### config.mk
export PLATFORM = sky130hd
export DESIGN_NAME = lif_edge_port
export DESIGN_NICKNAME = d
export VERILOG_FILES = /design/src/rtl/lif_edge_port.sv
export SDC_FILE = /design/constraint.sdc
export NUM_CORES = 1
export LEC_CHECK = 0
export ABC_AREA = 1
export ABC_CLOCK_PERIOD_IN_PS = 2060
export CAP_MARGIN = 20
export CORE_MARGIN = 3
export CORE_UTILIZATION = 30
export CTS_BUF_LIST = sky130_fd_sc_hd__clkbuf_8
export DETAILED_ROUTE_END_ITERATION = 8
export GPL_TIMING_DRIVEN = 0
export SLEW_MARGIN = 5
export SYNTH_ARGS = -nofsm -noshare
export SYNTH_HDL_FRONTEND = slang
export SYNTH_SLANG_ARGS = --single-unit
### constraint.sdc
create_clock -name clk -period 2.06 [get_ports clk]
set_clock_uncertainty 0.05 [all_clocks]
set_input_delay 0.412 -clock clk [delete_from_list [all_inputs] [get_ports clk]]
set_output_delay 0.412 -clock clk [all_outputs]
set_load 0.01 [all_outputs]
### src/rtl/lif_edge_port.sv
// ============================================================================
//  Module      : lif_edge_port
//  Description : Open-edge boundary port for the lif lattice-gas array.
//                Stands in for the missing neighbour of a boundary cell:
//                injects host-requested particles inward at a minimum
//                spacing, and absorbs (counts) or reflects outbound ones.
//  Revision    : 1.0  initial release
// ============================================================================
`default_nettype none

module lif_edge_port #(
   parameter int IN_BIT  = 2,   // edge_word bit the cell reads as an arriving particle
   parameter int OUT_BIT = 0,   // cell_state bit that leaves through this edge
   parameter int GAP     = 3    // idle cycles between injections (0..255)
) (
   input  logic        clk,
   input  logic        reset,
   input  logic [3:0]  cell_state,
   output logic [3:0]  edge_word,
   input  logic        mode,
   input  logic        inj_valid,
   input  logic [7:0]  inj_count,
   output logic        inj_ready,
   output logic [7:0]  pending,
   output logic [15:0] absorbed,
   input  logic        absorbed_clr
);

   localparam logic [3:0] IN_MASK   = 4'(1 << IN_BIT);
   localparam logic [7:0] GAP_VAL   = GAP[7:0];
   localparam logic [15:0] ABS_MAX  = 16'hFFFF;

   logic [7:0] gap_cnt;
   logic       outbound;
   logic       reflect;
   logic       inject;
   logic       accept;

   // Particle leaving the lattice through this edge in the current cycle.
   assign outbound  = cell_state[OUT_BIT];

   // Reflection outranks injection; an injection waits for the spacing
   // counter to drain. Accept is only possible with nothing pending, so it
   // can never coincide with an injection.
   assign reflect   = mode && outbound;
   assign inject    = !reflect && (pending != 8'd0) && (gap_cnt == 8'd0);
   assign inj_ready = (pending == 8'd0);
   assign accept    = inj_valid && inj_ready;

   // Neighbour word: only the inward bit is ever set, by a bounce or an injection.
   always_ff @(posedge clk or posedge reset) begin
      if (reset) begin
         edge_word <= 4'd0;
      end else if (reflect || inject) begin
         edge_word <= IN_MASK;
      end else begin
         edge_word <= 4'd0;
      end
   end

   // Burst bookkeeping: load on accept, count down one per injection.
   always_ff @(posedge clk or posedge reset) begin
      if (reset) begin
         pending <= 8'd0;
      end else if (accept) begin
         pending <= inj_count;
      end else if (inject) begin
         pending <= pending - 8'd1;
      end
   end

   // Spacing counter: reloaded on each injection, otherwise drains to zero,
   // including while reflections are stalling the burst.
   always_ff @(posedge clk or posedge reset) begin
      if (reset) begin
         gap_cnt <= 8'd0;
      end else if (inject) begin
         gap_cnt <= GAP_VAL;
      end else if (gap_cnt != 8'd0) begin
         gap_cnt <= gap_cnt - 8'd1;
      end
   end

   // Saturating absorb counter; a clear drops any coincident outbound particle.
   always_ff @(posedge clk or posedge reset) begin
      if (reset) begin
         absorbed <= 16'd0;
      end else if (absorbed_clr) begin
         absorbed <= 16'd0;
      end else if (!mode && outbound && (absorbed != ABS_MAX)) begin
         absorbed <= absorbed + 16'd1;
      end
   end

endmodule

`default_nettype wire

==> images/final_placement.png <==
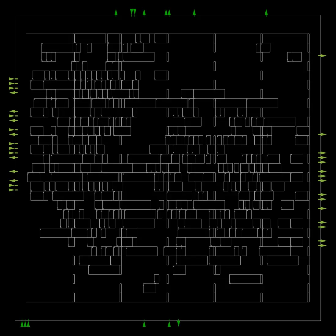
num rows: 29
placeable core region: 6568 µm²
Tapcell Cnt: 93

==> images/gate_families.png <==
Drawn at 4 px/µm.
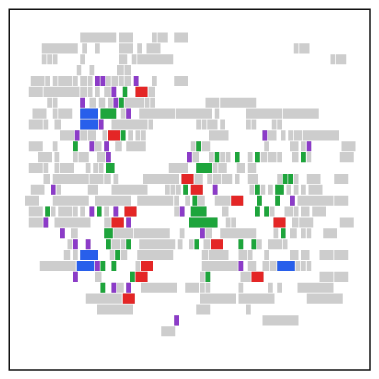
- blue: adder and majority cells (cells 5)
- red: XOR/XNOR gates (cells 13)
- green: NOR gates (cells 39)
- purple: inverters (cells 33)
most numerous logic cell after layout: nand2_1
logic share of the area: 0.4125
non-filler instance count after layout: 441

==> images/wire_density.png <==
Drawn at 3 px/µm. 18 x 18 tiles, from dark purple (low) to yellow (high), scaled to the fullest tile. Values are wire area over tile area, all layers added.
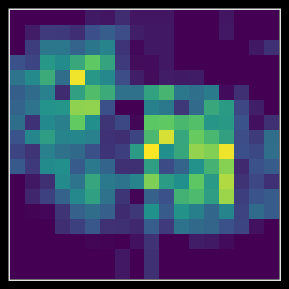
- fullest tile: 0.40
- nearly empty tiles: 30%
- emptiest ninth of the die: north-east
number of vias in the routed layout: 2005
routed wire length: 4.839 mm
aggregate global-route resource usage: 0.1263
average detailed-routed wire length per instance: 10.97 µm

==> images/metal_stack.png <==
Drawn at 4 px/µm. Only two layers are drawn.
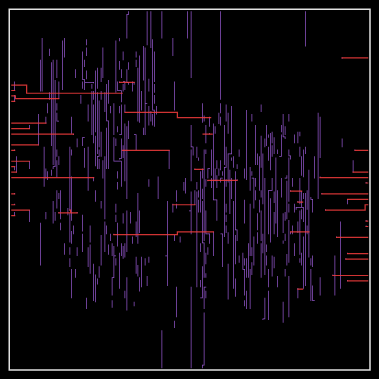
- red: met3 (wire length 295 µm)
- purple: met2 (wire length 2190 µm)

==> datasheet_impl.txt <==
Characteristics after synthesis and place and route

Parameter                              Value

Run status
  Run status .................. finished, final reports clean

Global route
  First-pass GRT wire length .................. 8.431 mm
  Antenna violations before repair .................. 0
  Remaining global-route overflow .................. 0
  Maximum number of pins on one net before global-route repair .................. 34
  Number of global-route vias before repair .................. 1884

Setup path
  Reg-to-reg slack, setup .................. 0.26 ns
  Required time reported for the critical path endpoint .................. 1.60 ns
  Worst reg2reg path depth .................. 9
  Data arrival time at the worst-slack endpoint .................. 1.50 ns
  Cells along the critical path .................. inv_2 -> ha_1 -> inv_1 -> nor2_2 -> nand2_2 -> inv_1 -> clkdlybuf4s15_1
  Delay of the slowest cell on the worst path .................. 0.41 ns
  RR Endpoint .................. absorbed[12]$_DFFE_PP0P_
  Highest net fanout along the worst path .................. 4
  R2r startpoint .................. absorbed[0]$_DFFE_PP0P_
  Critical path class .................. register to primary output
  Top cell by count, worst path .................. inv_1
  Nature of the critical path startpoint .................. register
  Critical-path cell with the highest stage delay .................. dfrtp_1
  Setup crit end kind .................. primary output

Synth
  Library cells used by synthesis .................. 26
  Async S/R FF share, synth .................. 1.000
  Seq/Total Area, Yosys .................. 0.3917
  Flip-flop cell with the highest count after synthesis .................. dfrtp_1
  Average cell area after synthesis .................. 7.051 µm²
  Number of synthesis warnings .................. 0
  Post-Synthesis Cell Area .................. 2108 µm²
  Flip-flop and latch count after synthesis .................. 33
  Cell area leaders .................. dfrtp_1 39%, nand2_1 20%, nor2_1 5.9%
  Post-synthesis chip area from yosys .................. 2108 µm²
  Yosys stat cell total .................. 299
  Post-synth tally of flip-flops with integrated enable .................. 0
  Largest area contributor in the netlist .................. dfrtp_1
  Gate count after technology mapping .................. 299
  Fraction of synthesized cell area taken by the top area cell type .................. 0.3917

Final timing
  Total of endpoints with negative setup slack in the final report .................. 0
  Total count of max-transition violations in the final report .................. 0
  Pin slew with the least headroom to its limit .................. 0.7065 ns
  Final Hold Fails .................. 0
  Max Clk Rate .................. 0.5109 GHz
  Max-slew headroom .................. 0.5283
  Minimum period implied by the final worst setup slack .................. 1.957 ns
  Setup TNS .................. 0 ns
  Post-layout period usage .................. 0.9502
  RSZ-0062 raised after global routing .................. false
  Post-Route Hold Slack .................. 0.4303 ns

Clock tree
  Clock insertion delay at the later pin of the skew report .................. 0.29 ns
  TritonCTS Buffers .................. 5
  CTS HTree Levels .................. 2
  CTS tree .................. yes
  Clock edge transition at the registers on the reported setup and hold paths .................. 0.07 ns
  Post-CTS Hold Buffers .................. 0
  Root Driver .................. clkbuf_8
  Sinks on the clock net .................. 33
  Deepest clock path buffer count .................. 2

Min path
  Launch point of the worst hold path .................. gap_cnt[4]$_DFFE_PP0P_
  Hold path endpoint .................. gap_cnt[4]$_DFFE_PP0P_
  Worst min-delay path category .................. register to register
  WHS Path Cells .................. 1

Die
  Area of the die .................. 8069 µm²
  Starting density of the core .................. 0.3210
  Die H .................. 89.83 µm
  Overall die width .................. 89.83 µm
  Count of boundary I/O pins .................. 46

Power and ir drop
  Static leakage .................. 1.288 nW
  Peak supply drop .................. 0.0005780 V
  Total power divided by cell area .................. 911.0 nW/µm²

Final layout
  Top logic cells by instance count in the layout .................. 110 x nand2_1, 38 x clkdlybuf4s50_1, 33 x dfrtp_1
  Final-stage net count .................. 370
  Post-route standard cell area excluding fillers .................. 2730 µm²
  Number of diodes .................. 0
  Layout cell share with drive strength beyond 1 .................. 0.1034
  Area delta synth->final .................. 29.50%

Flow run
  Log Warnings .................. 31
  Count of max-cap constraint violations .................. 0

Route
  First DRT Iteration DRCs .................. 63
  Drt via density .................. 4.546
  Number of nets with antenna violations after routing .................. 0
  Remaining routing DRC violations .................. 0
  Length of the first detailed-routing pass in iterations .................. 4

Placement
  Cell area after placement .................. 2623 µm²
  Routability congestion estimate from global placement .................. 0.8746
  Count of input and output buffers .................. 39
  Number of placed instances, taps included .................. 433
  Detailed-placement wirelength estimate .................. 3.591 mm
[per-layer routing]
metal,share of wire,vias up,global-route usage
li1,-,1030,-
met1,0.47,914,0.1573
met2,0.45,52,0.2024
met3,0.061,9,0.04674
met4,0.013,0,0.04215
met5,0,-,0
[logic make-up (layout without fill, tap and decap cells)]
logic type,count (synthesis),after routing,share of synthesized area
DFF,33,33,0.3917
adders and majority gates,5,5,0.02967
buffers and inverters,40,87,0.08249
xor gates and xnor gates,13,13,0.05401
and+or+nand+nor,191,191,0.3988
AOI/OAI and AO/OA,16,16,0.04154
other,1,3,0.001779
[worst max-delay path: cells and delay by family (launching register included)]
kind,cells,cell delay (ns)
buffers and inverters,4,0.43
flip-flops,1,0.41
AND/OR/NAND/NOR,2,0.24
adder cells (fa/ha/maj),1,0.13
[synthesized netlist by cell type (4+ instances only)]
cell type,n
nor2_1,33
inv_1,27
o21ai_1,6
ha_1,5
dfrtp_1,33
o21ai_0,6
xor2_1,11
nand4_1,15
inv_2,6
nand2_1,111
buf_4,4
nand3_1,20
[state kept, by name, summed over array words and instances, names as in the netlist]
| register | flops |
|---|---|
| pending | 8 |
| gap_cnt | 8 |
| edge_word | 1 |
| absorbed | 16 |
[through the flow]
stage	util	worst slack (ns)	power [mW]
floorplan	-	0.4516	1.615
global placement	0.3993	0.006824	1.941
detailed placement	0.3993	0.01268	1.951
CTS	0.4147	0.03304	2.505
global route	0.4157	0.002387	2.728
finish	0.4157	0.1027	2.487
[worst max-delay path by stage]
stage,from,cells past startpoint,slack (ns),to
3_5_place_dp,pending[0]$_DFFE_PP0P_,7,0.01,inj_ready
5_1_grt,pending[0]$_DFFE_PP0P_,7,0.002,inj_ready
2_1_floorplan,absorbed[0]$_DFFE_PP0P_,9,0.45,absorbed[10]$_DFFE_PP0P_
4_1_cts,pending[1]$_DFFE_PP0P_,7,0.03,inj_ready
6_report,pending[1]$_DFFE_PP0P_,7,0.10,inj_ready
3_3_place_gp,reset,2,0.007,absorbed[13]$_DFFE_PP0P_
[layout make-up]
class	instances	area (µm²)
fillers	681	3837
multi-input cells	228	1126
flip-flops and latches	33	825.8
repair buffers	40	397.9
inverters	33	123.9
well taps	93	116.4
clock buffers	6	82.58
plain buffers	7	50.05
clock inverters	1	7.507
[what timing repair did]
action / in CTS / in global routing
gates resized: 4 / 3
setup endpoints to repair: 1 / 1
endpoints found under the hold margin: 0 / 0
pin swaps: 0 / 0
buffers inserted: 1 / 0
[where the power goes]
group	internal, mW	leakage (nW)	switching [mW]
Sequential	0.808	0.431	0.147
Clock	0.264	0.0433	0.245
Combinational	0.464	0.813	0.558
Total	1.54	1.29	0.951
No activity file was given, so power comes from the tool's default toggle rates.
